run_1/m1.png
Supply wires on this layer in grey.
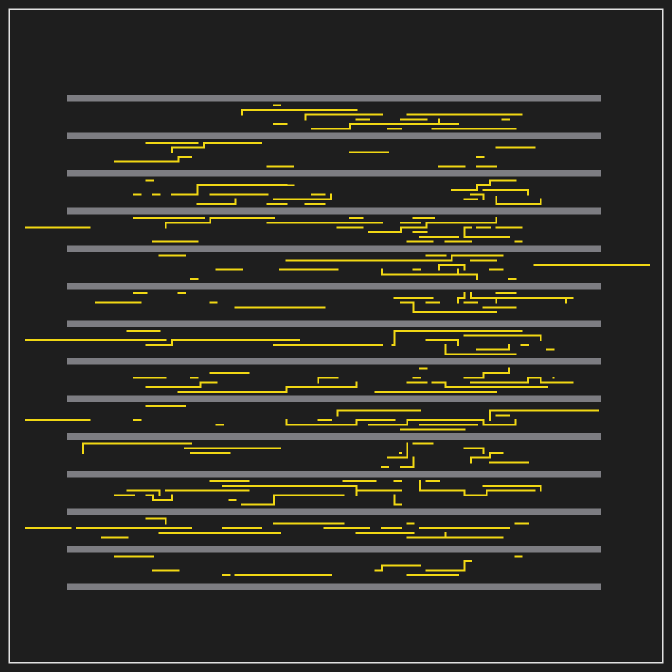
run_1/route_heat.png
9 x 9 tiles, from black (low) to pale yellow (high), scaled to the fullest tile. Values are wire area over tile area, all layers added.
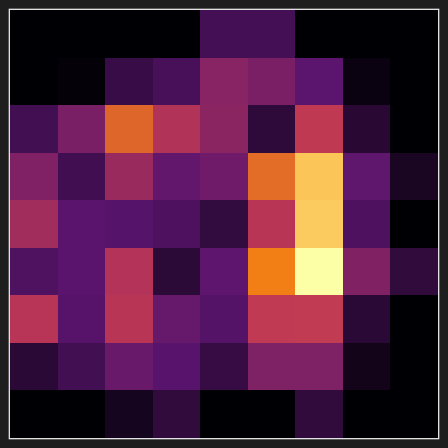
run_1/class_map.png
The bar under the picture is 10 um long. Fill, decap, tap and diode cells in grey.
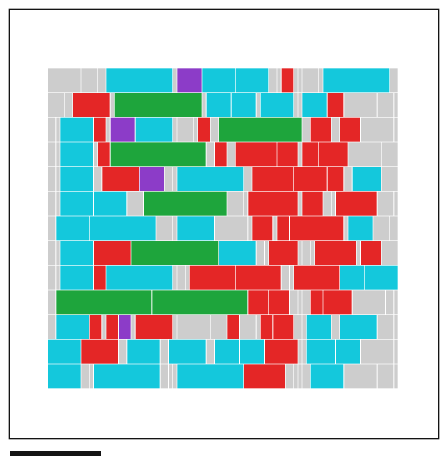
run_1/placed.png
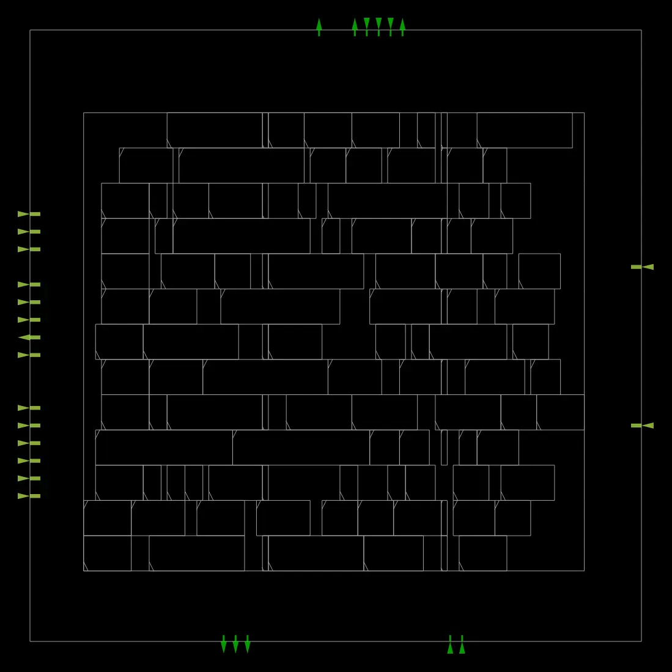
==> config.mk <==
export PLATFORM = sky130hd
export DESIGN_NAME = psr_cond_unit
export DESIGN_NICKNAME = d
export VERILOG_FILES = /design/src/rtl/psr_cond_unit.sv
export SDC_FILE = /design/constraint.sdc
export NUM_CORES = 1
export LEC_CHECK = 0
export CAP_MARGIN = 40
export CORE_MARGIN = 4
export CORE_UTILIZATION = 33
export DETAILED_ROUTE_END_ITERATION = 7
export PLACE_DENSITY_LB_ADDON = 0.08
export SLEW_MARGIN = 20
export SYNTH_ARGS = -nofsm -noshare
export SYNTH_HDL_FRONTEND = slang
export SYNTH_SLANG_ARGS = --single-unit
==> constraint.sdc <==
create_clock -name clock -period 1.2 [get_ports clock]
set_input_delay 0.24 -clock clock [delete_from_list [all_inputs] [get_ports clock]]
set_output_delay 0.24 -clock clock [all_outputs]
set_load 0.1 [all_outputs]
==> src/rtl/psr_cond_unit.sv <==
// Purpose: holds the PSR flags {N,Z,F,L,C} and turns the branch condition code into a registered taken bit.
// Latency: flags update on the edge where psr_write is high; conditional/cond_valid are valid one edge after cond_eval.
// Backpressure: none; every strobe is accepted on the cycle it is asserted.
module psr_cond_unit #(
  parameter int NFLAGS = 5
) (
  input  logic              clock,
  input  logic              reset,
  input  logic              fetch,
  input  logic              psr_write,
  input  logic [NFLAGS-1:0] flag_mask,
  input  logic [NFLAGS-1:0] alu_flags,
  input  logic              cond_eval,
  input  logic              is_branch,
  input  logic [3:0]        cond_code,
  output logic [NFLAGS-1:0] flags,
  output logic              conditional,
  output logic              cond_valid
);

  // Bit positions inside the PSR.
  localparam int C_BIT = 0;
  localparam int L_BIT = 1;
  localparam int F_BIT = 2;
  localparam int Z_BIT = 3;
  localparam int N_BIT = 4;

  logic flag_c, flag_l, flag_f, flag_z, flag_n;
  logic cond_true;

  assign flag_c = flags[C_BIT];
  assign flag_l = flags[L_BIT];
  assign flag_f = flags[F_BIT];
  assign flag_z = flags[Z_BIT];
  assign flag_n = flags[N_BIT];

  // Condition table evaluated on the registered flags, so a same-cycle flag write is not seen.
  always_comb begin
    cond_true = 1'b0;
    case (cond_code)
      4'b0000: cond_true = flag_z;
      4'b0001: cond_true = !flag_z;
      4'b0010: cond_true = flag_c;
      4'b0011: cond_true = !flag_c;
      4'b0100: cond_true = flag_l;
      4'b0101: cond_true = !flag_l;
      4'b0110: cond_true = flag_n;
      4'b0111: cond_true = !flag_n;
      4'b1000: cond_true = flag_f;
      4'b1001: cond_true = !flag_f;
      4'b1010: cond_true = !flag_l && !flag_z;
      4'b1011: cond_true = flag_l || flag_z;
      4'b1100: cond_true = !flag_n && !flag_z;
      4'b1101: cond_true = flag_n || flag_z;
      4'b1110: cond_true = 1'b1;
      default: cond_true = 1'b0;
    endcase
  end

  // PSR register: masked per-bit write, otherwise hold.
  always_ff @(posedge clock or negedge reset) begin
    if (!reset) begin
      flags <= '0;
    end else if (psr_write) begin
      flags <= (flag_mask & alu_flags) | (~flag_mask & flags);
    end
  end

  // Branch-taken latch: fetch clears it for the new instruction and beats a same-cycle evaluation.
  always_ff @(posedge clock or negedge reset) begin
    if (!reset) begin
      conditional <= 1'b0;
      cond_valid  <= 1'b0;
    end else if (fetch) begin
      conditional <= 1'b0;
      cond_valid  <= 1'b0;
    end else if (cond_eval) begin
      conditional <= is_branch && cond_true;
      cond_valid  <= 1'b1;
    end
  end

endmodule

==> ds_physical_params.txt, run 1 <==
Physical design parameters

Parameter                              Value

Status
  Outcome    finished with violations
  Violated checks    negative setup slack

Cells and area
  Layout net count    116
  Share of post-route cells with drive strength above 1    0.474
  Most frequent logic cell in the layout    sky130_fd_sc_hd__clkdlybuf4s50_1

STA
  # setup viols final    4
  Final total negative setup slack    -0.510 ns
  Slew @ Worst Pin    between 0.3 and 0.4 ns
  Max-slew violations    0
  Worst rel slew slack    0.744
  Final Hold Violation Tally    0
  Post-layout min period    1.47 ns
  Worst Skew    0.00126 ns
  Post-route setup slack    -0.266 ns

Floorplanning
  Number of top-level pins    27
  Total die size    2230 um2

GRT
  Number of global-route vias before repair    517
  Largest net degree at the start of global routing    12
  Initial antenna violation count    0

Min path
  Kind of path behind the tightest hold check    input pin to asynchronous set/reset pin

Placement
  Detailed placer's ending HPWL    between 1000 and 1500 um

Worst setup path
  Max FO, Critical Path    4
  Worst Path Required    1.37 ns
  Endpoint class of the critical path    flip-flop
  Number of cell instances on the worst register-to-register path    5
  Arrival @ worst endpoint    roughly 1.6 ns
  Crit start category    flip-flop
  Worst path buffer plus inverter count    0

Synth
  Post-synth EDFFs    0
  Yosys cell count    ~54
  Synthesized flop and latch total    7
  Post-synthesis async set-or-reset flop share    1.00
  Syn_nets    between 70 and 80
  Yosys-reported design area after synthesis    about 510 um2
  Number of distinct library cell variants in the gate-level netlist after synthesis    24
  Post-synthesis cell count    54

CTS
  Hold-fix buffers at CTS    0
  Buffers from clock root to sink, at most    2
  Clock tree sinks    7
  Library cell used as clock root buffer    sky130_fd_sc_hd__clkbuf_4
  Post-CTS clock slew at the launch and capture registers of the worst setup and hold paths    0.06 ns

Pwr
  Total power draw    1190 uW
  Largest voltage drop on the vdd net    0.000644 V

Route
  Top sig layer    met3
  Detailed-routing iteration count for the pre-antenna-repair pass    4
  Initial DRC count    7
  Number of antenna-violating nets in the routed design    0
  Detailed-routed wire length on met2    approximately 700 um

Job
  OpenROAD warning count    29
  Number of violations of the max-capacitance limit    0
Notes on m1.png above:
The layer carries 598 um of wire. The longest straight run is 12.0 um. The layer holds 44% of the routed length. The wires run mostly horizontal.
routed via count: 569
WL final: 1370 um
GR Layer Usage met1: 0.164

Notes on route_heat.png above:
The emptiest ninth of the die: top right. The mean over all tiles is 0.096. The fullest tile reaches 0.41. 25% of the tiles are nearly empty. The densest ninth of the die: right middle. 11% of the tiles are over half the peak.
mean routed wirelength per cell: 12.5 um
overall routing resource usage: 0.132

Notes on class_map.png above:
Key: remaining buffers and delay cells = cyan [cells 40]; clock drivers and dummy loads = purple [cells 4]; remaining logic cells = red [cells 44]; registers = green [cells 7]
sequential share of cell area: 0.182
number of rows in the core area: 13
area of the core region: 1370 um2
final standard cell utilization of the core: 0.761
post-route design area: 1040 um2

Notes on placed.png above:
num tapcells: 15
number of non-filler instances in the completed layout: 110
Flop Count: 7

run 1: per-stage QoR:
stage	instance area, um2	hold slack [ns]	setup WS, ns
after floorplan	528	-0.0556	-0.365
after global placement	951	0.528	-0.593
after detailed placement	951	0.527	-0.625
after CTS	993	0.260	-0.259
after global routing	1040	0.258	-0.311
final	1040	0.250	-0.266
run 1: synthesized netlist by cell type, types with 2 or more instances:
cell type and count:
sky130_fd_sc_hd__nor3b_1 3, sky130_fd_sc_hd__a21oi_1 4, sky130_fd_sc_hd__xor2_1 2, sky130_fd_sc_hd__nand2_1 7, sky130_fd_sc_hd__nand2b_1 3, sky130_fd_sc_hd__nor2_1 5, sky130_fd_sc_hd__dfrtp_1 7, sky130_fd_sc_hd__nand2b_4 2
sky130_fd_sc_hd__mux2_2 5, sky130_fd_sc_hd__or3_1 2
run 1: area by class of cell:
cell class / instances / area [um2]
clock buffers: 4 / 26.3
fillers: 107 / 327
multi-input cells: 44 / 354
flip-flops and latches: 7 / 189
well taps: 15 / 18.8
repair buffers: 40 / 452
run 1: cell families (layout without fill, tap and decap cells):
logic type | count (synthesis) | in the layout | synth area share
AND-OR/OR-AND | 10 | 10 | 0.143
XOR/XNOR | 2 | 2 | 0.0346
buffers and inverters | 3 | 44 | 0.0469
flip-flops | 7 | 7 | 0.346
multiplexers | 6 | 6 | 0.131
AND/OR/NAND/NOR | 26 | 26 | 0.299
run 1: worst paths after layout:
path / slack [ns] / end
setup / recovery: -0.27 / conditional
hold / removal: 0.25 / asynchronous set/reset pin
setup reg to reg: -0.27 / conditional
hold reg to reg: 0.57 / cond_valid
max in group asynchronous: 0.68 / asynchronous set/reset pin
min in group clock: 0.57 / cond_valid
run 1: worst register-to-register path, delay by kind of cell, from the launching register on:
| family | cells | cell delay (ns) |
|---|---|---|
| AND/OR/NAND/NOR | 2 | 0.51 |
| flip-flops | 1 | 0.48 |
| AND-OR/OR-AND | 3 | 0.39 |
run 1: routing by layer:
layer,global-route usage,vias up
met5,0,-
met4,0.0166,0
met1,0.164,274
met3,0.0345,0
li1,-,279
met2,0.236,16
run 1: report_power, final:
group	leakage (uW)	internal, uW	switching [uW]
clock network	0.0000150	127	88.7
logic	0.000339	312	348
registers	0.0000801	277	37.7
total	0.000434	716	474
run 1: what timing repair did:
item,CTS,global route
resized,7,7
pin swaps,0,1
endpoints found under the setup margin,6,6
buffers inserted,0,1
==> run 2, diff against run 1 <==
- SKIP_LAST_GASP: not set -> 1
run_2/class_map.png
The bar under the picture is 10 um long. Fill, decap, tap and diode cells in grey.
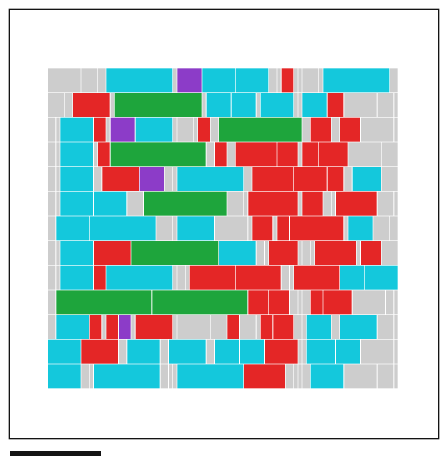
Key: registers = green [cells 7]; remaining logic cells = red [cells 44]; remaining buffers and delay cells = cyan [cells 40]; clock drivers and dummy loads = purple [cells 4]

run_2/m1.png
Supply wires on this layer in grey.
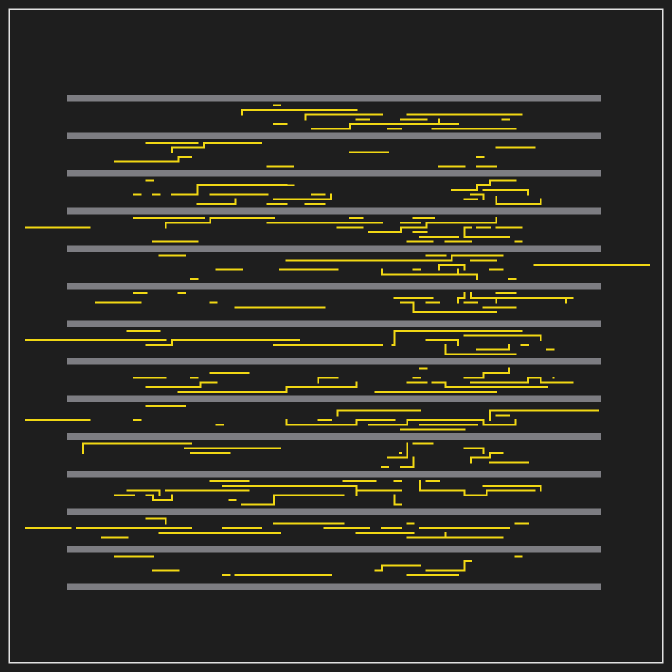
98 nets have wire on it. The wires run mostly horizontal. The longest straight run is 12.0 um.

==> run 2 against run 1 <==
  * The flow still finishes with violations (negative setup slack)
  * Count of clock-buffer cells in the layout unchanged
  * Synthesized cell count unchanged
  * Power unchanged
  * Clock skew unchanged
  * Largest cell class unchanged
  * Largest power group unchanged
==> ds_physical_params.txt, run 2 <==
Physical design parameters

Parameter                              Value

Floorplanning
  Area of the core region    1370 um2 (unchanged)
  Total die size    2230 um2 (unchanged)
  Number of rows in the core area    13 (unchanged)
  Number of top-level pins    27 (unchanged)

Synth
  Yosys-reported design area after synthesis    507 um2 (unchanged)
  Post-synthesis async set-or-reset flop share    1.00 (unchanged)
  Post-synthesis cell count    54 (unchanged)
  Post-synth EDFFs    0 (unchanged)
  Syn_nets    74 (unchanged)
  Number of distinct library cell variants in the gate-level netlist after synthesis    24 (unchanged)
  Commonest cells post-synth    sky130_fd_sc_hd__dfrtp_1 (7), sky130_fd_sc_hd__nand2_1 (7), sky130_fd_sc_hd__mux2_2 (5), sky130_fd_sc_hd__nor2_1 (5), sky130_fd_sc_hd__a21oi_1 (4)
  Yosys cell count    54 (unchanged)
  Warnings, synthesis    0
  Synth area leader    sky130_fd_sc_hd__dfrtp_1

STA
  Max-slew violations    0 (unchanged)
  # setup viols final    4 (unchanged)
  Slew @ Worst Pin    0.385 ns (unchanged)
  Final total negative setup slack    -0.510 ns (unchanged)
  Final Hold Violation Tally    0 (unchanged)
  Worst Skew    0.00126 ns (unchanged)
  Worst rel slew slack    0.744 (unchanged)
  Post-layout min period    1.47 ns (unchanged)
  Post-route setup slack    -0.266 ns (unchanged)
  WHS    0.250 ns (unchanged)

Placement
  Setup WS pre-CTS    -0.625 ns (unchanged)
  Detailed placer's ending HPWL    1070 um (unchanged)

Route
  WL final    1370 um (unchanged)
  Routed via count    569 (unchanged)
  Number of antenna-violating nets in the routed design    0 (unchanged)
  Detailed-routing iteration count for the pre-antenna-repair pass    4 (unchanged)
  Post-route DRC    0
  Mean routed wirelength per cell    12.5 um (unchanged)

CTS
  Post-CTS clock slew at the launch and capture registers of the worst setup and hold paths    0.06 ns (about the same)
  Insertion Delay late pin    about 0.25 ns
  Buffers from clock root to sink, at most    2 (unchanged)
  Hold-fix buffers at CTS    0 (unchanged)
  Library cell used as clock root buffer    sky130_fd_sc_hd__clkbuf_4

Worst setup path
  Worst r2r dst    conditional
  Max FO, Critical Path    4 (unchanged)
  Register-to-register path setup slack    -0.27 ns (about the same)
  Worst Path Required    1.37 ns (about the same)
  Number of cell instances on the worst register-to-register path    5 (unchanged)
  Worst path buffer plus inverter count    0 (unchanged)
  Endpoint class of the critical path    flip-flop
  Arrival @ worst endpoint    1.63 ns (about the same)
  Crit start category    flip-flop

Cells and area
  Share of post-route cells with drive strength above 1    0.474 (unchanged)
  Number of non-filler instances in the completed layout    110 (unchanged)
  Layout net count    116 (unchanged)
  Most frequent logic cell in the layout    sky130_fd_sc_hd__clkdlybuf4s50_1

Pwr
  Largest voltage drop on the vdd net    0.000644 V (unchanged)
  Total power draw    1190 uW (unchanged)

Status
  Violated checks    negative setup slack
  Outcome    finished with violations

GRT
  Initial antenna violation count    0 (unchanged)
  Largest net degree at the start of global routing    12 (unchanged)
  Number of global-route vias before repair    517 (unchanged)
  Gr ovfl total    0
  Overall routing resource usage    0.132 (unchanged)

Job
  Number of violations of the max-capacitance limit    0 (unchanged)
  OpenROAD warning count    29 (unchanged)

Min path
  Kind of path behind the tightest hold check    input pin to asynchronous set/reset pin
run_2/placed.png
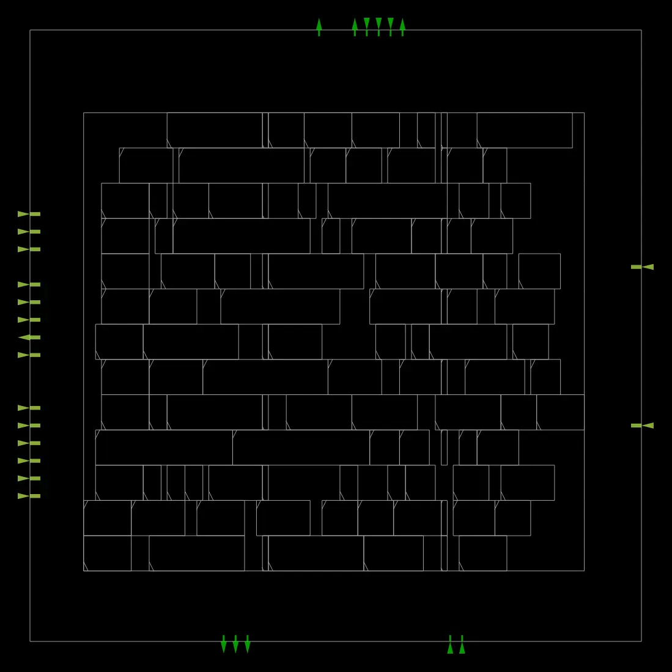
total of fill cells in the finished design: 107

## run 2: cell counts in the layout (fill, tap and decap cells not counted)
No cell type changed its count.
## run 2: power breakdown
group	switching [uW]	internal [uW]
logic	348	312
clock network	88.7	127
registers	37.7	277
total	474	716
## run 2: worst max path at each step
stage | start | cells after the start | end | slack, ns
finish | flip-flop | 5 | conditional | -0.27
global route | flip-flop | 5 | conditional | -0.31
CTS | flip-flop | 5 | conditional | -0.26
detailed placement | cond_code[2] | 7 | conditional | -0.63
global placement | cond_code[2] | 6 | conditional | -0.59
floorplan | flip-flop | 5 | conditional | -0.36
## run 2: per-layer routing
layer,part of all wire,up-vias,GRT usage
li1,-,279,-
met1,0.44,274,0.164
met2,0.51,16,0.236
met3,0.053,0,0.0345
met4,0,0,0.0166
met5,0,-,0
## run 2: repair_timing
| action | CTS | global route |
|---|---|---|
| buffers inserted | 0 | 1 |
| gates resized | 7 | 7 |
| pin swaps | 0 | 1 |
| endpoints found under the setup margin | 6 | 6 |
## run 2: final cells by class
type	count	area (um2)
tap	15	18.8
fill	107	327
timing repair buffer	40	452
multi-input combinational	44	354
clock buffer	4	26.3
sequential	7	189
## run 2: worst register-to-register path: cells and delay by family (launching register included)
family           cells  cell delay [ns]
AND/OR/NAND/NOR      2             0.51
flip-flops           1             0.48
AND-OR/OR-AND        3             0.39
## run 2: stage by stage
step | utilization | area [um2]
2_1_floorplan | - | 528
3_3_place_gp | 0.696 | 951
3_5_place_dp | 0.696 | 951
4_1_cts | 0.727 | 993
5_1_grt | 0.761 | 1040
6_report | 0.761 | 1040
## run 2: logic make-up after synthesis
kind of cell,after synthesis,synth area share
mux,6,0.131
xor+xnor,2,0.0346
compound gates,10,0.143
buf+inv,3,0.0469
flops,7,0.346
simple gates,26,0.299
Power and IR drop assume default switching activity.
